`src/rtl/pipeif_fetch.sv`:
```
// IF stage and IF/ID register: PC, next-PC select, and req/ready instruction fetch for the 5-stage pipeline.
// Define PIPEIF_FLUSH_EN to squash the delay slot (redirected fetches load a NOP into IF/ID).
module pipeif_fetch #(
    parameter logic [31:0] RESET_PC = 32'h0000_0000,
    parameter logic [31:0] NOP_INST = 32'h0000_0000
) (
    input  logic        clock,
    input  logic        resetn,
    input  logic [31:0] bpc,
    input  logic [31:0] jpc,
    input  logic [31:0] rpc,
    input  logic [1:0]  pcsource,
    input  logic        wpcir,
    output logic [31:0] imem_addr,
    output logic        imem_req,
    input  logic [31:0] imem_rdata,
    input  logic        imem_ready,
    output logic [31:0] pc,
    output logic [31:0] dpc4,
    output logic [31:0] inst
);

    typedef enum logic [0:0] {FETCH, HELD} state_t;

    state_t      state, state_next;
    logic [31:0] inst_buf, redir_pc;
    logic        buf_valid, redir_valid;

    logic [31:0] pc_next, dpc4_next, inst_next, inst_buf_next, redir_pc_next;
    logic        buf_valid_next, redir_valid_next, req_next;
    logic [31:0] pc4, target, npc, fetched;
    logic        redirect, done, advance;

    assign imem_addr = pc;

    // State and IF/ID register
    always_ff @(posedge clock or negedge resetn) begin
        if (!resetn) begin
            state       <= FETCH;
            pc          <= RESET_PC;
            dpc4        <= 32'h0000_0000;
            inst        <= NOP_INST;
            inst_buf    <= NOP_INST;
            buf_valid   <= 1'b0;
            redir_pc    <= 32'h0000_0000;
            redir_valid <= 1'b0;
            imem_req    <= 1'b0;
        end else begin
            state       <= state_next;
            pc          <= pc_next;
            dpc4        <= dpc4_next;
            inst        <= inst_next;
            inst_buf    <= inst_buf_next;
            buf_valid   <= buf_valid_next;
            redir_pc    <= redir_pc_next;
            redir_valid <= redir_valid_next;
            imem_req    <= req_next;
        end
    end

    // Next-PC select, fetch handshake and IF/ID update
    always_comb begin
        state_next       = state;
        pc_next          = pc;
        dpc4_next        = dpc4;
        inst_next        = inst;
        inst_buf_next    = inst_buf;
        buf_valid_next   = buf_valid;
        redir_pc_next    = redir_pc;
        redir_valid_next = redir_valid;
        advance          = 1'b0;
        fetched          = imem_rdata;

        pc4 = pc + 32'd4;
        case (pcsource)
            2'b01:   target = bpc;
            2'b10:   target = rpc;
            2'b11:   target = jpc;
            default: target = pc4;
        endcase
        redirect = wpcir && (pcsource != 2'b00);
        done     = imem_req && imem_ready;

        // A fresh ID redirect wins over a target latched during wait states
        if (redirect)         npc = target;
        else if (redir_valid) npc = redir_pc;
        else                  npc = pc4;

        case (state)
            FETCH: begin
                if (done && wpcir) begin
                    advance = 1'b1;
                end else if (done) begin
                    inst_buf_next  = imem_rdata;
                    buf_valid_next = 1'b1;
                    state_next     = HELD;
                end else if (wpcir) begin
                    inst_next = NOP_INST;
                end
            end
            HELD: begin
                if (wpcir) begin
                    advance        = 1'b1;
                    fetched        = inst_buf;
                    buf_valid_next = 1'b0;
                    state_next     = FETCH;
                end
            end
            default: state_next = FETCH;
        endcase

        if (advance) begin
            dpc4_next        = pc4;
            pc_next          = npc;
            redir_valid_next = 1'b0;
`ifdef PIPEIF_FLUSH_EN
            inst_next = (redirect || redir_valid) ? NOP_INST : fetched;
`else
            inst_next = fetched;
`endif
        end else if (redirect) begin
            // Keep the target alive after the branch has left ID
            redir_pc_next    = target;
            redir_valid_next = 1'b1;
        end

        req_next = (state_next == FETCH);
    end

endmodule
```
`config.mk`:
```
export PLATFORM = sky130hd
export DESIGN_NAME = pipeif_fetch
export DESIGN_NICKNAME = d
export VERILOG_FILES = /design/src/rtl/pipeif_fetch.sv
export SDC_FILE = /design/constraint.sdc
export NUM_CORES = 1
export LEC_CHECK = 0
export CAP_MARGIN = 20
export CORE_AREA = 2 2 138 140
export DETAILED_ROUTE_END_ITERATION = 8
export DIE_AREA = 0 0 140 142
export HOLD_SLACK_MARGIN = 0.15
export PLACE_DENSITY = 0.8
export SKIP_CTS_REPAIR_TIMING = 1
export SLEW_MARGIN = 20
export SYNTH_ARGS = -nofsm -noshare
export SYNTH_HDL_FRONTEND = slang
export SYNTH_SLANG_ARGS = --single-unit
```
`constraint.sdc`:
```
create_clock -name clock -period 2.7 [get_ports clock]
set_input_delay 0.27 -clock clock [delete_from_list [all_inputs] [get_ports clock]]
set_output_delay 0.27 -clock clock [all_outputs]
set_load 0.01 [all_outputs]
```
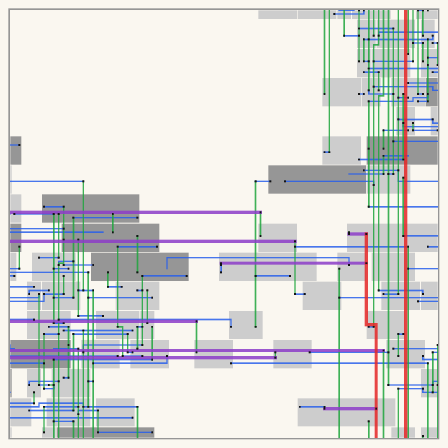
detail.png
Region (15, 86) to (55, 126) um. Cells in grey, sequential cells in the stronger grey; small squares are vias.
[green] metal 2
[red] metal 4
[blue] metal 1
[purple] metal 3
netlist names of flops here include: `inst_buf` (3), `redir_pc` (2)
most frequent: clkdlybuf4s50_1 (13), mux2_2 (6), dfrtp_1 (6)
sequential cells in the window: 6
cells with their middle in the window: 48

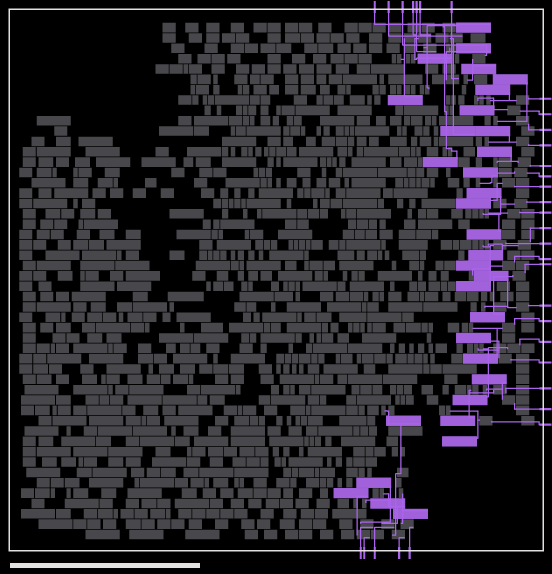
io_fan.png
Scale bar: 50 um.
[purple] `dpc4` | bits: 32 | direction: output | edge: 20 east, 7 north, 5 south | end cells: 32 | buffers: 32 | wire: 846 um
# port buffers: 262
I/O pins: 263

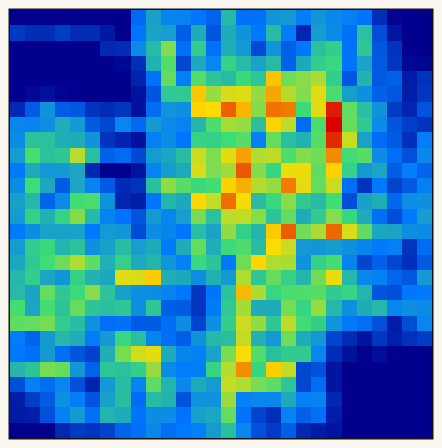
metal_density.png
The die is cut into 28 by 28 equal tiles; dark blue is low, red is high, scaled to the fullest tile. Values are wire area over tile area, all layers added.
tiles over half the peak: 21%
mean over tiles: 0.21
nearly empty tiles: 11%
fullest tile: 0.65
total number of vias: 7538
All-Layer GR Usage: 25.9%
final WL: 25700 um
WL/cell: 19.3 um

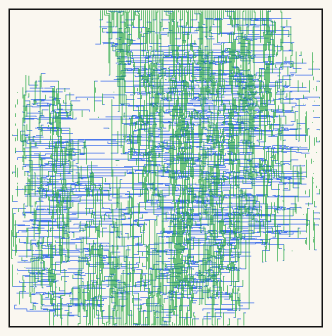
wires.png
Only two layers are drawn.
[blue] metal 1 | wire length: 10600 um
[green] metal 2 | wire length: 12400 um

==> results.cfg <==
; flow metrics
[layout]
clock_area_share_pct = 4.72
comb_area_share_pct = 34.6
seq_cell_count = 163
layout_top_cell = clkdlybuf4s50_1
seq_share_pct = 34.3
area_growth_pct = 37.3
n_all_buffers = 287
stdcell_area_um2 = 11900
most-common-layout-cells = clkdlybuf4s50_1 (258), dfrtp_1 (162), nand2_1 (123)
utilization_pct = 64.4
non_clock_inverter_count = 3

[yosys]
fp_nets = 1006
topCellsByArea = dfrtp_1 (47%), mux2_2 (9.8%), mux2i_1 (7.2%), nand2_1 (5.4%), o21ai_0 (4.2%)
synth_cell_types = 53
top_cell = dfrtp_1
ys_sh_adder_pct = 0.145
synth-seq-cells = 163
yosys_area_um2 = 8660
ys_sh_simple_pct = 13.9

[power_and_ir_drop]
swShare_pct = 33.4
p_leak_nw = 5.02
pg_comb_mw = 2.88
clkPwrFrac_pct = 26.4
power_density_nw_per_um2 = 743

[sta]
hold_violations = 0
finClkSkew_ns = 0.0124
relSlewSlack_pct = 52.3
drv_slew = 0

[status]
status = complete, but fails checks
violations = DRC

[placed_design]
dp_slack_ns = 0.339
placed_cell_area_um2 = 11300

[clock_tree]
root_buffer = clkbuf_16
clkLatencyLatePin_ns = 0.44
clk_path_buf_depth = 2
htree_levels = 4
clkTransAtPathRegs_ns = 0.07

[detailed_routing]
dr.pass1.iters = 9
first_iter_violations = 600
antenna_left = 0
drc_errors = 15
drt-met1-wl_um = 10600

[worst_setup_path]
cp.required_ns = 3.07
crit_path_cell_trace = ha_1 > nand4_1 > nor4_2 > nand4_1 > mux2i_1 > o211a_1
cpPeakStageDelay_ns = 0.56
path_delay_family = simple AND/OR/NAND/NOR gates
arrival_ns = 2.79
r2r_setup_slack_ns = 0.29
critPathKind = flip-flop to flip-flop
critPathLaunchType = flip-flop
crit_slowest_cell = nor4_2
crit_buf_inv = 0

[global_route]
met1_usage_pct = 34.1
overflow = 0
busiest_layer = met2

[hold_path]
min_path_type = input port to flip-flop
whs_endpoint = inst[24]$_DFFE_PN0P_

[floorplan]
taps = 234
